$ cat src/rtl/product_unloader_haleyorr2027_if.sv
// product_unloader_haleyorr2027_if: 8-bit valid/ready byte stream carrying serialised results.
interface product_unloader_haleyorr2027_if;
    logic       out_valid;
    logic       out_ready;
    logic [7:0] out_byte;
    modport master (output out_valid, out_byte, input out_ready);
    modport slave (input out_valid, out_byte, output out_ready);
endinterface

$ cat src/rtl/product_unloader_haleyorr2027.sv
// product_unloader_haleyorr2027: captures multiplier products, optionally accumulates, and streams results LSB byte first.
module product_unloader_haleyorr2027 (
    input  logic                                   clock,
    input  logic                                   reset_n,
    input  logic                                   done,
    input  logic [15:0]                            product,
    input  logic                                   acc_en,
    input  logic                                   clear_acc,
    product_unloader_haleyorr2027_if.master        out,
    output logic                                   busy,
    output logic [23:0]                            acc_value,
    output logic                                   acc_ovf,
    output logic                                   overrun
);
    typedef enum logic {IDLE, SEND} state_t;
    state_t      state, state_d;
    logic [1:0]  idx, idx_d, cnt, cnt_d;
    logic [23:0] result, result_d, acc_d;
    logic        ovf_d, overrun_d;
    logic [24:0] sum;
    logic        xfer;
    assign busy          = state == SEND;
    assign xfer          = busy && out.out_ready;
    assign out.out_valid = busy;
    assign out.out_byte  = busy ? result[{idx, 3'b000} +: 8] : 8'h00;
    always_comb begin
        state_d   = state;
        idx_d     = idx;
        cnt_d     = cnt;
        result_d  = result;
        acc_d     = clear_acc ? 24'h0 : acc_value;
        ovf_d     = clear_acc ? 1'b0 : acc_ovf;
        overrun_d = clear_acc ? 1'b0 : overrun;
        // clear is applied before the add so a same-cycle clear+accumulate loads the product
        sum       = {1'b0, acc_d} + {9'h000, product};
        if (state == IDLE) begin
            if (done) begin
                state_d = SEND;
                idx_d   = 2'd0;
                if (acc_en) begin
                    acc_d    = sum[23:0];
                    ovf_d    = ovf_d | sum[24];
                    result_d = sum[23:0];
                    cnt_d    = 2'd3;
                end else begin
                    result_d = {8'h00, product};
                    cnt_d    = 2'd2;
                end
            end
        end else begin
            if (done) overrun_d = 1'b1;
            if (xfer) begin
                state_d = (idx == cnt - 2'd1) ? IDLE : SEND;
                idx_d   = (idx == cnt - 2'd1) ? 2'd0 : idx + 2'd1;
            end
        end
    end
    always_ff @(posedge clock or negedge reset_n) begin
        if (!reset_n) begin
            state     <= IDLE;
            idx       <= 2'd0;
            cnt       <= 2'd2;
            result    <= 24'h0;
            acc_value <= 24'h0;
            acc_ovf   <= 1'b0;
            overrun   <= 1'b0;
        end else begin
            state     <= state_d;
            idx       <= idx_d;
            cnt       <= cnt_d;
            result    <= result_d;
            acc_value <= acc_d;
            acc_ovf   <= ovf_d;
            overrun   <= overrun_d;
        end
    end
endmodule
$ cat src/flat_wrapper.sv
// flat-port wrapper written by rule: the top's interface ports become plain ports
module product_unloader_haleyorr2027_flat 
  (clock, reset_n, done, product, acc_en, clear_acc, busy, acc_value, acc_ovf, overrun, out_out_valid, out_out_byte, out_out_ready);
  product_unloader_haleyorr2027_if out_i ();
  input  logic clock;
  input  logic reset_n;
  input  logic done;
  input  logic [15:0] product;
  input  logic acc_en;
  input  logic clear_acc;
  output logic busy;
  output logic [23:0] acc_value;
  output logic acc_ovf;
  output logic overrun;
  output wire logic [$bits(out_i.out_valid)-1:0] out_out_valid;
  output wire logic [$bits(out_i.out_byte)-1:0] out_out_byte;
  input wire logic [$bits(out_i.out_ready)-1:0] out_out_ready;
  assign out_out_valid = out_i.out_valid;
  assign out_out_byte = out_i.out_byte;
  assign out_i.out_ready = out_out_ready;
  product_unloader_haleyorr2027 u_core (.clock(clock), .reset_n(reset_n), .done(done), .product(product), .acc_en(acc_en), .clear_acc(clear_acc), .out(out_i), .busy(busy), .acc_value(acc_value), .acc_ovf(acc_ovf), .overrun(overrun));
endmodule
$ cat config.mk
export PLATFORM = sky130hd
export DESIGN_NAME = product_unloader_haleyorr2027_flat
export DESIGN_NICKNAME = d
export VERILOG_FILES = /design/src/rtl/product_unloader_haleyorr2027_if.sv /design/src/rtl/product_unloader_haleyorr2027.sv /design/src/flat_wrapper.sv
export SDC_FILE = /design/constraint.sdc
export NUM_CORES = 1
export LEC_CHECK = 0
export CAP_MARGIN = 40
export CORE_MARGIN = 2
export CORE_UTILIZATION = 40
export DETAILED_ROUTE_END_ITERATION = 8
export PLACE_DENSITY_LB_ADDON = 0.15
export SLEW_MARGIN = 20
export SYNTH_ARGS = -nofsm -noshare
export SYNTH_HDL_FRONTEND = slang
export SYNTH_SLANG_ARGS = --single-unit
$ cat constraint.sdc
create_clock -name clock -period 2.85 [get_ports clock]
set_input_delay 0.7125 -clock clock [delete_from_list [all_inputs] [get_ports clock]]
set_output_delay 0.7125 -clock clock [all_outputs]
set_load 0.005 [all_outputs]
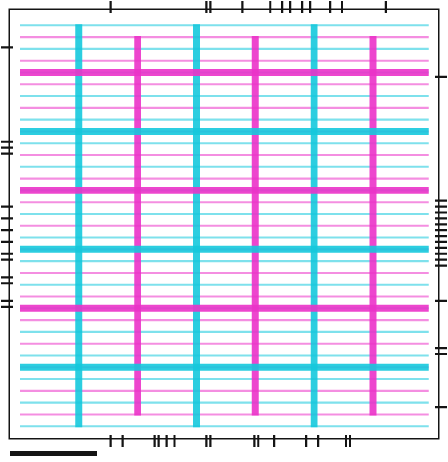
**Above:** run 1 (PDN straps and rails).
Scale bar: 20 um. Pins as bars on the die edge.
Key: VDD = magenta; VSS = cyan
6 straps on met5. 6 straps on met4. The core has 34 rows. 35 met1 rails follow the rows.
die height: 98.7 um
worst vdd ir: 0.297 mV
Core Region: 8720 um^2
die width: 98.7 um

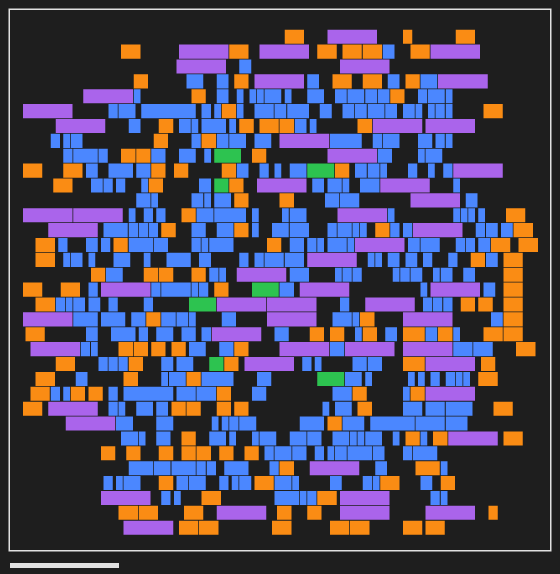
**Above:** run 1 (cell classes on the final placement).
Scale bar: 20 um.
Key: flip-flops = purple [cells 54]; clock drivers and dummy loads = green [cells 7]; other buffers and delay cells = orange [cells 138]; all other logic = blue [cells 333]
cell area after layout: 4960 um^2
flop share of the area: 27.2%

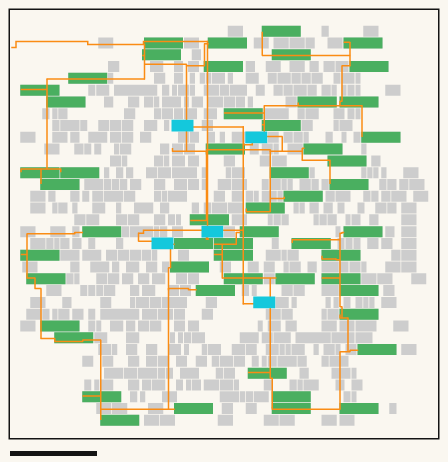
**Above:** run 1 (clock network drawn from the DEF).
Scale bar: 20 um.
Key: flip-flops = green [count 54]; cells driving clock nets = cyan [count 5]; clock wires = orange [length 786 um]
There are 6 routed clock nets. Position of the flops: widely spread.

==> metrics.cfg, run 1 <==
[outcome]
status = finished, final reports clean

[logic_synthesis]
synth-edff-count = 0
async_flop_share_pct = 100
synthCells = 407
yosysWarnings = 0

[final_layout]
finish.utilization_pct = 56.9
lay_top_count = buf_4
final_cell_mix = 79 x buf_4, 56 x nand2_1, 54 x clkdlybuf4s50_1, 54 x dfrtp_1, 39 x o21ai_0
drive_gt1_share_pct = 22.2
nNetsFinal = 571

[die]
floorplan.core_util_pct = 41.2
pin_count = 58

[power]
netSwitchingPower_mw = 0.908
comb_power_share_pct = 43.8
p_per_area_nw_per_um2 = 536
power.leakage_nw = 2.24
pg_seq_mw = 1.05

[clocking]
clock-sinks = 54
ctsHtreeMaxLevel = 2
root_buffer = clkbuf_8

[worst_setup_path]
cp.required_ns = 3.05
worst-path-buf-inv = 1
worstReg2RegEnd = u_core.acc_value[20]
r2r_start = u_core.acc_value[0]

[routing]
first_iter_violations = 139
top_layer = met4

[timing]
final_max_slew_viol_count = 0

[place]
dpl-instance-area_um2 = 4840

run 1: layout make-up:
class                      count  area (um^2)  area share [%]
clock buffer                   5         68.8            1.39
clock inverter                 2         15.0           0.303
inverter                       9         33.8           0.681
multi-input combinational    324         2180            43.9
sequential                    54         1350            27.2
tap                          108          135            2.72
timing repair buffer         138         1180            23.8
run 1: flip-flops by register name, summed over array words and instances (netlist names):
| name | count |
|---|---|
| u_core.acc_value | 24 |
| u_core.result | 24 |
| u_core.idx | 2 |
| u_core.acc_ovf | 1 |
| u_core.busy | 1 |
| u_core.cnt | 1 |
| u_core.overrun | 1 |
==> run 2: changes to the inputs <==
Settings changed: CAP_MARGIN 40 to 20.
==> metrics.cfg, run 2 <==
[die]
die_h_um = 98.7  ; unchanged
taps = 108  ; unchanged
pin_count = 58  ; unchanged
core_area_um2 = 8720  ; unchanged
fp.dieW_um = 98.7  ; unchanged
floorplan.core_util_pct = 41.2  ; unchanged

[final_layout]
comb_area_um2 = 2180  ; unchanged
sh_comb_area_pct = 43.9  ; unchanged
logic_gate_count = 324  ; unchanged
top_regs = u_core.acc_value x24, u_core.result x24, u_core.idx x2
regArea_um2 = 1350  ; unchanged
seq_cells = 54  ; unchanged
nNetsFinal = 571  ; unchanged
drive_gt1_share_pct = 22.2  ; unchanged
sh_seq_area_pct = 27.2  ; unchanged
clock_buffers = 5  ; unchanged
finish.utilization_pct = 56.9  ; unchanged
n_all_inverters = 9  ; unchanged
n_all_buffers = 138  ; unchanged
lay_top_count = buf_4

[worst_setup_path]
worst-path-buf-inv = 1  ; unchanged
worstReg2RegEnd = u_core.acc_value[20]
r2r_start = u_core.acc_value[0]
cp.required_ns = 3.05  ; about the same

[logic_synthesis]
async_flop_share_pct = 100  ; unchanged
synth-edff-count = 0  ; unchanged
synthCells = 407  ; unchanged

[power]
p_per_area_nw_per_um2 = 536  ; unchanged
netSwitchingPower_mw = 0.908  ; unchanged
peakVddDrop_mv = 0.297  ; unchanged

[routing]
first_iter_violations = 139  ; unchanged
top_layer = met4

[outcome]
status = finished, final reports clean

[clocking]
ctsHtreeMaxLevel = 2  ; unchanged
clock-sinks = 54  ; unchanged
root_buffer = clkbuf_8

[timing]
final_max_slew_viol_count = 0  ; unchanged

## run 2: cell counts after synthesis
No cell type changed its count.
## run 2: worst reg2reg max path: cells and delay by family (launching register included)
kind	cells	cell delay [ns]
flops	1	0.36
simple gates	2	0.56
fa+ha+maj	2	0.55
compound gates	4	0.63
xor+xnor	1	0.14
buf+inv	2	0.10
## run 2: power groups by stage
stage / sequential [mW] / clock [mW] / combinational [mW]
detailed placement: 1.07 / 0 / 1.17
global route: 1.08 / 0.483 / 1.28
CTS: 1.05 / 0.455 / 1.17
global placement: 1.06 / 0 / 1.15
finish: 1.05 / 0.438 / 1.16
floorplan: 1.03 / 0 / 0.604
## run 2: through the flow
stage          cells  area [um^2]
2_1_floorplan    407         3630
3_3_place_gp     633         4840
3_5_place_dp     633         4840
4_1_cts          640         4930
5_1_grt          640         4960
6_report         640         4960
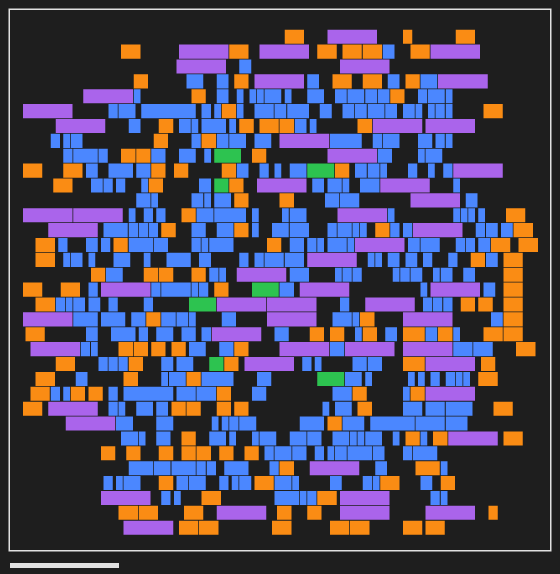
**Above:** run 2 (cell classes on the final placement).
Scale bar: 20 um.
Key: flip-flops = purple [cells 54]; other buffers and delay cells = orange [cells 138]; clock drivers and dummy loads = green [cells 7]; all other logic = blue [cells 333]

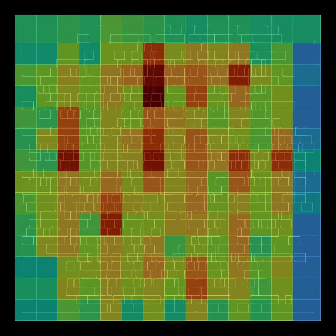
**Above:** run 2 (congestion heat map).
GRT Total Usage: 21.7%
DR WL/cell: 15.9 um
met3 global-route usage: 3.05%

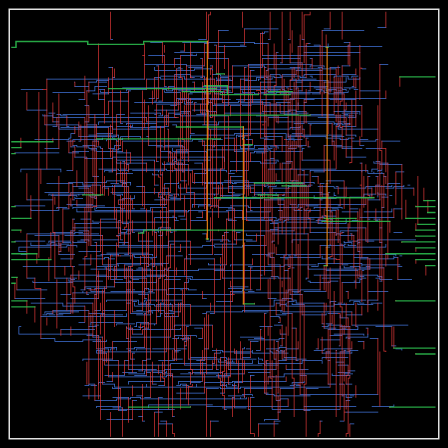
**Above:** run 2 (wiring by layer).
Key: met4 = orange [wire length 137 um]; met3 = green [wire length 453 um]; met1 = blue [wire length 4,790 um]; met2 = red [wire length 4,770 um]
Post-Route WL: 10,200 um
Vias: 3,415

Power figures rest on the tool's default switching activity, not on a simulated workload.
